===== src/rtl/dist_spi_reader_pkg.sv =====
// Shared types and defaults for the distribution-sample SPI reader.
package dist_spi_pkg;

  localparam int         DIST_W_DEF   = 256;
  localparam logic [7:0] CMD_READ_DEF = 8'h03;

  typedef enum logic [2:0] {
    ST_IDLE     = 3'd0,
    ST_CS_SETUP = 3'd1,
    ST_CMD      = 3'd2,
    ST_DATA     = 3'd3,
    ST_CS_HOLD  = 3'd4
  } spi_state_e;

endpackage


===== src/rtl/dist_spi_reader_clk_gen.sv =====
// SCLK generator: half_tick marks the end of every CLK_DIV-cycle half period;
// sclk toggles on those ticks only while the master is shifting bits.
module spi_clk_gen #(
  parameter int CLK_DIV = 4
) (
  input  logic clk,
  input  logic rst_n,
  input  logic en,
  input  logic clr,
  input  logic sclk_en,
  output logic half_tick,
  output logic sclk
);

  localparam int CW = $clog2(CLK_DIV) + 1;

  logic [CW-1:0] cnt_reg;

  assign half_tick = en && (cnt_reg == CW'(CLK_DIV - 1));

  // Half-period counter and SCLK level; clr restarts both at phase 0.
  always_ff @(posedge clk or negedge rst_n) begin
    if (!rst_n) begin
      cnt_reg <= '0;
      sclk    <= 1'b0;
    end else if (clr) begin
      cnt_reg <= '0;
      sclk    <= 1'b0;
    end else if (en) begin
      if (half_tick) begin
        cnt_reg <= '0;
        if (sclk_en) sclk <= ~sclk;
      end else begin
        cnt_reg <= cnt_reg + CW'(1);
      end
    end
  end

endmodule


===== src/rtl/dist_spi_reader.sv =====
// SPI mode-0 master fetching one DIST_W-bit distribution sample per start.
// Optional command phase: define DIST_SPI_CMD_EN to send CMD_READ before the
// payload; otherwise DATA follows CS_SETUP directly and MOSI stays low.
module dist_spi_reader
  import dist_spi_pkg::*;
#(
  parameter int         CLK_DIV  = 4,
  parameter int         DIST_W   = DIST_W_DEF,
  parameter logic [7:0] CMD_READ = CMD_READ_DEF
) (
  input  logic              clk,
  input  logic              rst_n,
  input  logic              start,
  output logic              busy,
  output logic [DIST_W-1:0] dist_data,
  output logic              dist_valid,
  output logic              spi_sclk,
  output logic              spi_cs_n,
  output logic              spi_mosi,
  input  logic              spi_miso
);

  localparam int BCW = $clog2(DIST_W + 8) + 1;

  if (CLK_DIV < 1) begin : g_bad_clk_div
    $error("dist_spi_reader: CLK_DIV must be at least 1");
  end

  spi_state_e        state_reg;
  logic [BCW-1:0]    bit_cnt_reg;
  logic [DIST_W-1:0] data_sr_reg;
  logic              half_tick;
  logic              sclk;
  logic              sclk_en;
  logic              sclk_rise;
  logic              sclk_fall;

`ifdef DIST_SPI_CMD_EN
  assign sclk_en = (state_reg == ST_CMD) || (state_reg == ST_DATA);
`else
  assign sclk_en = (state_reg == ST_DATA);
`endif

  // A tick with sclk low ends the low half (rising edge, sample MISO);
  // with sclk high it ends the bit cell (falling edge, next bit).
  assign sclk_rise = half_tick && sclk_en && !sclk;
  assign sclk_fall = half_tick && sclk_en && sclk;
  assign spi_sclk  = sclk;

  spi_clk_gen #(
    .CLK_DIV (CLK_DIV)
  ) u_clk_gen (
    .clk       (clk),
    .rst_n     (rst_n),
    .en        (state_reg != ST_IDLE),
    .clr       ((state_reg == ST_IDLE) && start),
    .sclk_en   (sclk_en),
    .half_tick (half_tick),
    .sclk      (sclk)
  );

  // Transfer sequencing, payload capture and registered outputs.
  always_ff @(posedge clk or negedge rst_n) begin
    if (!rst_n) begin
      state_reg   <= ST_IDLE;
      bit_cnt_reg <= '0;
      data_sr_reg <= '0;
      busy        <= 1'b0;
      spi_cs_n    <= 1'b1;
      dist_data   <= '0;
      dist_valid  <= 1'b0;
    end else begin
      dist_valid <= 1'b0;
      case (state_reg)
        ST_IDLE: begin
          if (start) begin
            state_reg   <= ST_CS_SETUP;
            busy        <= 1'b1;
            spi_cs_n    <= 1'b0;
            bit_cnt_reg <= '0;
          end
        end
        ST_CS_SETUP: begin
          if (half_tick) begin
            bit_cnt_reg <= '0;
`ifdef DIST_SPI_CMD_EN
            state_reg   <= ST_CMD;
`else
            state_reg   <= ST_DATA;
`endif
          end
        end
`ifdef DIST_SPI_CMD_EN
        ST_CMD: begin
          if (sclk_fall) begin
            if (bit_cnt_reg == BCW'(7)) begin
              state_reg   <= ST_DATA;
              bit_cnt_reg <= '0;
            end else begin
              bit_cnt_reg <= bit_cnt_reg + BCW'(1);
            end
          end
        end
`endif
        ST_DATA: begin
          if (sclk_rise) begin
            data_sr_reg <= {data_sr_reg[DIST_W-2:0], spi_miso};
          end else if (sclk_fall) begin
            if (bit_cnt_reg == BCW'(DIST_W - 1)) begin
              state_reg <= ST_CS_HOLD;
            end else begin
              bit_cnt_reg <= bit_cnt_reg + BCW'(1);
            end
          end
        end
        ST_CS_HOLD: begin
          if (half_tick) begin
            state_reg  <= ST_IDLE;
            busy       <= 1'b0;
            spi_cs_n   <= 1'b1;
            dist_data  <= data_sr_reg;
            dist_valid <= 1'b1;
          end
        end
        default: state_reg <= ST_IDLE;
      endcase
    end
  end

`ifdef DIST_SPI_CMD_EN
  logic [7:0] cmd_sr_reg;
  logic       mosi_reg;

  // Command byte shifter: first bit out as CS_SETUP ends, the rest on
  // each falling edge, MOSI returns low once the command is done.
  always_ff @(posedge clk or negedge rst_n) begin
    if (!rst_n) begin
      cmd_sr_reg <= '0;
      mosi_reg   <= 1'b0;
    end else if ((state_reg == ST_CS_SETUP) && half_tick) begin
      mosi_reg   <= CMD_READ[7];
      cmd_sr_reg <= {CMD_READ[6:0], 1'b0};
    end else if ((state_reg == ST_CMD) && sclk_fall) begin
      if (bit_cnt_reg == BCW'(7)) begin
        mosi_reg <= 1'b0;
      end else begin
        mosi_reg   <= cmd_sr_reg[7];
        cmd_sr_reg <= {cmd_sr_reg[6:0], 1'b0};
      end
    end
  end

  assign spi_mosi = mosi_reg;
`else
  // CMD_READ has no role without the command phase.
  logic unused_cmd_read;
  assign unused_cmd_read = ^CMD_READ;
  assign spi_mosi        = 1'b0;
`endif

endmodule


===== config.mk =====
export PLATFORM = sky130hd
export DESIGN_NAME = dist_spi_reader
export DESIGN_NICKNAME = d
export VERILOG_FILES = /design/src/rtl/dist_spi_reader_pkg.sv /design/src/rtl/dist_spi_reader_clk_gen.sv /design/src/rtl/dist_spi_reader.sv
export SDC_FILE = /design/constraint.sdc
export NUM_CORES = 1
export LEC_CHECK = 0
export CAP_MARGIN = 30
export CORE_ASPECT_RATIO = 1.5
export CORE_MARGIN = 2
export CORE_UTILIZATION = 45
export CTS_CLUSTER_DIAMETER = 120
export DETAILED_ROUTE_END_ITERATION = 10
export PLACE_DENSITY = 0.65
export SLEW_MARGIN = 5
export SYNTH_ARGS = -nofsm -noshare
export SYNTH_HDL_FRONTEND = slang
export SYNTH_HIERARCHICAL = 1
export SYNTH_SLANG_ARGS = --single-unit

===== constraint.sdc =====
create_clock -name clk -period 4.8 [get_ports clk]
set_input_delay 1.44 -clock clk [delete_from_list [all_inputs] [get_ports clk]]
set_output_delay 1.44 -clock clk [all_outputs]
set_load 0.005 [all_outputs]

### Cells colored by class, run 1

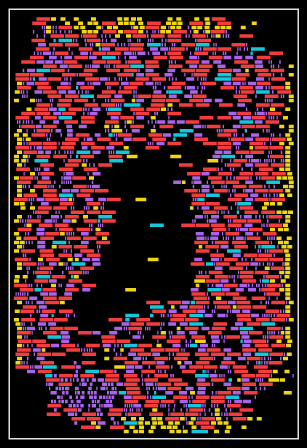
color	class	cells	share of their area
red	flops	532	53%
yellow	other buffers and delay cells	291	12%
cyan	clock drivers and dummy loads	85	6.2%
purple	all other logic	1,119	29%

### Nets reached from selected ports, run 1

Bar = 50 um.
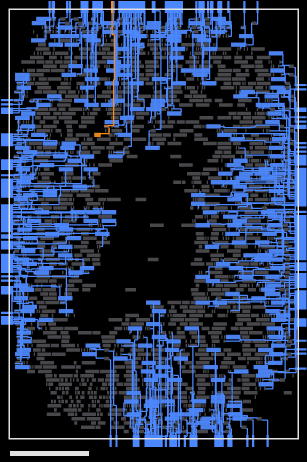
color	port	bits	direction	edge	end cells	wire
blue	dist_data	256	output	84 right, 65 left, 64 top, 43 bottom	256	10,900 um
orange	spi_miso	1	input	top	1	91.7 um
# IOs: 265
Buffers on Ports: 263

### Routing congestion map, run 1

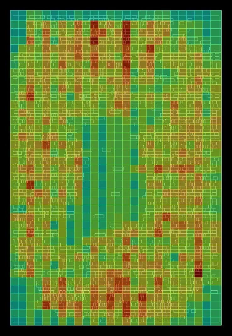
GR peak layer: met2
wire per inst: 16.57 um
M1 GR Usage: 24.35%
Tot GR Track Use: 17.97%

==> flow_metrics.tcl, run 1 <==
# yosys + openroad results
set metrics [dict create \
    outcome "finished, final reports clean" \
    antenna_found_initial 0 \
    period_used_pct 73.30 \
    top_cell_area_share_pct 62.20 \
    signal_buffers 291 \
    yosys-top-cells-count "776 x nand2_1, 531 x dfrtp_1, 240 x mux2_4" \
    synth_top_cell_by_count "nand2_1" \
    flop-count 532 \
    cpMaxStageDelayCell "inv_8" \
    end_kind "register" \
    worst_slew_pin_slew_ps 1083 \
    ant_nets 0 \
    synth_area_per_cell_um2 12.27 \
    cts_tree "yes" \
    pre_cts_ws_ps 1230 \
    yosysSeqAreaShare_pct 62.33 \
    setup_viol 0 \
    drc_errors 0 \
    fin_hold_ws_ps 472.2 \
    fin_ws_ps 1282 \
    finalPower_mw 9.235 \
    met3_length_um 2018 \
    m1WireLength_um 19440 \
    final_nets 1999 \
    top_logic_kind "multiplexers" \
    min_path_type "register to register" \
    first_global_vias 13420 \
    worst_r2r_path_depth 8 \
    wl_met2_um 20830 \
    clock_sinks 532 \
    yosys_cells 1741 \
    leakage_nw 13.17 \
    nonClkBufAreaFrac_pct 11.53 \
    ys_sh_adder_pct 0.1171 \
    topCellsByArea "dfrtp_1 62%, mux2_4 17%, nand2_1 14%" \
    routed.top_layer "met4" \
    grt_max_degree 229 \
    drt_iter0_drc 655 \
    cts_max_level 2 \
    diodes 0 \
    clkSlewWorstSetupHoldPaths_ps 60 \
    firstDrtPassIters 4 \
    ir_drop_mv 0.2577 \
    syn-cell-area_um2 21360 \
]
run 1: where the power goes:
part           switching, mW  internal (mW)  leakage, nW
clock network           1.65           2.17        0.752
registers              0.112           4.58         7.38
logic                  0.421          0.298         5.04
total                   2.19           7.05         13.2
run 1: through the flow:
stage | instances | cell area, um2
global placement | 2536 | 24340
global route | 2621 | 25890
finish | 2621 | 25890
detailed placement | 2536 | 24340
floorplan | 1741 | 21360
CTS | 2621 | 25890
run 1: path summary, 6_finish.rpt:
check	endpoint	slack (ps)
max in group asynchronous	data_sr_reg[205]	2830
max reg2reg	dist_data[181]	1280
max	dist_data[181]	1280
min reg2reg	dist_data[139]	470
min in group asynchronous	data_sr_reg[91]	880
min	dist_data[139]	470
--- run 2 (diff from run 1) ---
clock period = 3.65 ns   (was 4.8 ns; I/O delays follow)
### Routing congestion map, run 2

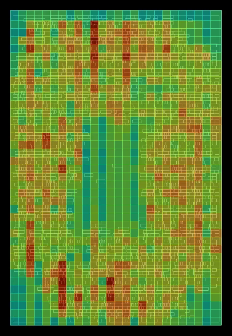
M1 GR Usage: 24.02%
grt met2 use: 29.89%
Tot GR Track Use: 17.98%
GRT met3 Usage: 3.365%

==> run 2 against run 1 <==
  * Global-route usage about the same
  * Sequential share of layout area decreased by 0.50 points
  * Routed wire length increased by 0.23%
  * Non-clock buffer count increased by 14
==> flow_metrics.tcl, run 2 <==
# yosys + openroad results
set metrics [dict create \
    top_cell_area_share_pct 62.20 \
    r2r_setup_slack_ps 620 \
    clock_sinks 532 \
    synth_top_cell_by_count "nand2_1" \
    worst_slew_pin_slew_ps 890.3 \
    seq_cell_power_mw 6.17 \
    pg_comb_mw 0.944 \
    routedWlPerCell_um 16.50 \
    routed.top_layer "met4" \
    outcome "finished, final reports clean" \
    fin_ws_ps 623.5 \
    worst_r2r_path_depth 6 \
    firstDrtPassIters 4 \
    yosys-top-cells-count "776 x nand2_1, 531 x dfrtp_1, 240 x mux2_4" \
    leakage_nw 13.31 \
    topCellsByArea "dfrtp_1 62%, mux2_4 17%, nand2_1 14%" \
    cts_tree "yes" \
    final_cells 2639 \
    pre_cts_ws_ps 638.8 \
    r2r-end "data_sr_reg[6]" \
    synth_area_per_cell_um2 12.27 \
    ant_nets 0 \
    p_sw_share_pct 23.41 \
    final_nets 2013 \
    cp-endpoint "data_sr_reg[6]" \
    grt_pass1_wl_um 72880 \
    comb_power_share_pct 7.6 \
    place_area_um2 24480 \
    end_kind "register" \
    antenna_found_initial 0 \
    required_ps 4090 \
    grt_max_degree 173 \
    diodes 0 \
    setup_viol 0 \
    cpMaxStageDelayCell "nor2_1" \
    period_used_pct 82.92 \
    yosysSeqAreaShare_pct 62.33 \
    drc_errors 0 \
    first_global_vias 13720 \
    gp_congestion 0.7722 \
    clkPwrFrac_pct 42.4 \
    wl_met2_um 20980 \
    syn-cell-area_um2 21360 \
    power_leader "registers" \
    m1WireLength_um 19270 \
    drt_iter0_drc 683 \
    finalPower_mw 12.35 \
    grt.busiest_layer "met2" \
    min_path_type "input port to asynchronous set/reset pin" \
    ios 265 \
    ir_drop_mv 0.2967 \
    cts_max_level 2 \
    root_buffer "clkbuf_16" \
    portBuffers 263 \
    p_switching_mw 2.890 \
]
==> run 2: cell families (layout without fill, tap and decap cells) <==
logic type / after synthesis / count (layout) / share of synthesized area, %
adder cells (fa/ha/maj): 2 / 2 / 0.1171
other: 1 / 1 / 0.01755
AND/OR/NAND/NOR: 823 / 823 / 15.12
multiplexers: 258 / 258 / 17.81
buffers and inverters: 95 / 399 / 3.702
AND-OR/OR-AND: 30 / 30 / 0.9078
flip-flops: 532 / 532 / 62.33
==> run 2: final cells by class <==
| cell class | count | area, um2 |
|---|---|---|
| timing repair buffer | 305 | 3128 |
| inverter | 5 | 26.28 |
| multi-input combinational | 1114 | 7273 |
| clock inverter | 17 | 175.2 |
| clock buffer | 72 | 1485 |
| fill | 3977 | 20700 |
| tap | 594 | 743.2 |
| sequential | 532 | 13310 |
--- run 3 (diff from run 2) ---
PLACE_DENSITY = 0.67   (was 0.65)
clock period = 2.7 ns   (was 3.65 ns; I/O delays follow)
### Routing congestion map, run 3

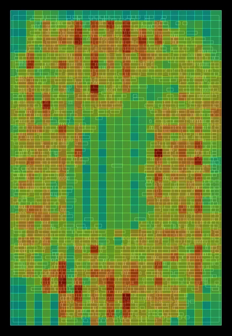
final core utilization: 55.83%
grt met2 use: 30.95%

==> run 3 against run 2 <==
  * Worst hold slack lost 270 ps
  * First-iteration DRC count shrank 2.8%
  * Largest power group unchanged
  * Via count shrank 0.17%
  * Register-to-register slack lost 320 ps
  * Clock skew grew 12 ps
  * Routed wire length grew 1.6%
  * Flip-flop count is the same
==> flow_metrics.tcl, run 3 <==
# yosys + openroad results
set metrics [dict create \
    outcome "finished, final reports clean" \
    leakage_nw 13.31 \
    topCellsByArea "dfrtp_1 62%, mux2_4 17%, nand2_1 14%" \
    clk-power_mw 6.84 \
    p_sw_share_pct 23.45 \
    signal_buffers 306 \
    finalPower_mw 16.53 \
    min_path_type "input port to asynchronous set/reset pin" \
    synth_top_cell_by_count "nand2_1" \
    firstDrtPassIters 5 \
    logic_area_um2 7273 \
    seq_area_share_pct 50.90 \
    cts_max_level 2 \
    yosys_cells 1741 \
    clkPwrFrac_pct 41.4 \
    routedWlPerCell_um 16.78 \
    syn-cell-area_um2 21360 \
    clkSlewWorstSetupHoldPaths_ps 60 \
    synth.distinct_cells 48 \
    fill_cells 3886 \
    first_global_vias 13920 \
    cp-endpoint "spi_sclk" \
    die-area_um2 49270 \
    r2r_setup_slack_ps 300 \
    fin_ws_ps 282.5 \
    gp_congestion 0.7765 \
    tap_cells 594 \
    clk_share_pct 6.071 \
    end_kind "output port" \
    cpMaxStageDelayCell "clkdlybuf4s50_1" \
    largestClassByArea "sequential cells" \
    m1WireLength_um 19250 \
    final_cells 2635 \
    pre_cts_ws_ps 322.3 \
    power_leader "registers" \
    inverters 5 \
    p_int_mw 12.65 \
    worst_r2r_path_depth 8 \
    seqCellArea_um2 13310 \
    cts_tree "yes" \
    r2r-end "dist_data[164]" \
    relSlewSlack_pct 55.84 \
    wl_met2_um 21610 \
    grt_pass1_wl_um 74020 \
    drc_errors 0 \
    clock_sinks 532 \
    grt_max_degree 137 \
    setup_viol 0 \
    final_nets 2013 \
    antenna_found_initial 0 \
    comb_power_share_pct 8.1 \
    yosys-top-cells-count "776 x nand2_1, 531 x dfrtp_1, 240 x mux2_4" \
    dpl.cell_count 2551 \
    nonClkBufAreaFrac_pct 12.28 \
    synth_area_per_cell_um2 12.27 \
    track_usage_pct 18.37 \
    met3_usage_pct 3.311 \
    drt_iter0_drc 664 \
    slew_violations 0 \
    flop-count 532 \
    use_met1_pct 24.28 \
    clkbuf_count 76 \
    fin_area_um2 26160 \
    fin_hold_ws_ps 197.6 \
    ir_drop_mv 0.5648 \
    portBuffers 263 \
    place_area_um2 24570 \
    comb_share_pct 27.81 \
    ant_nets 0 \
    root_buffer "clkbuf_16" \
    grt.busiest_layer "met2" \
    worst_slew_pin_slew_ps 662.4 \
    ios 265 \
    top_cell_area_share_pct 62.20 \
    seq_cell_power_mw 8.35 \
    p_switching_mw 3.876 \
    logic_gates 1114 \
    vias_per_cell 4.939 \
    routed.top_layer "met4" \
    pg_comb_mw 1.34 \
    required_ps 1890 \
]
## run 3: cell count changes in the layout (fill, tap and decap cells not counted)
cell        previous run  this run
clkinv_8               0         1
clkbuf_16             51        48
buf_4                 28        23
buf_12                14        20
clkbuf_1               8        11
bufinv_16              3         2
clkbuf_8              13        17
inv_6                  2         1
clkinv_2               9         2
clkinvlp_4             3         1
clkinv_4               0         1
## run 3: kinds of logic after synthesis
kind of cell	Yosys count	synth area share, %
simple gates	823	15.12
flops	532	62.33
fa+ha+maj	2	0.1171
mux	258	17.81
buf+inv	95	3.702
other cells	1	0.01755
compound gates	30	0.9078
## run 3: worst reg2reg max path, cell delays in order, from the launching register on
cell and delay [ps]:
dfrtp_1 510, or3_1 480, nand2_1 110, nor2_1 60, buf_4 170, nand3_4 150
buf_12 450, nand2_1 290, nand2_1 110
Power is estimated from default activity; no workload was simulated.
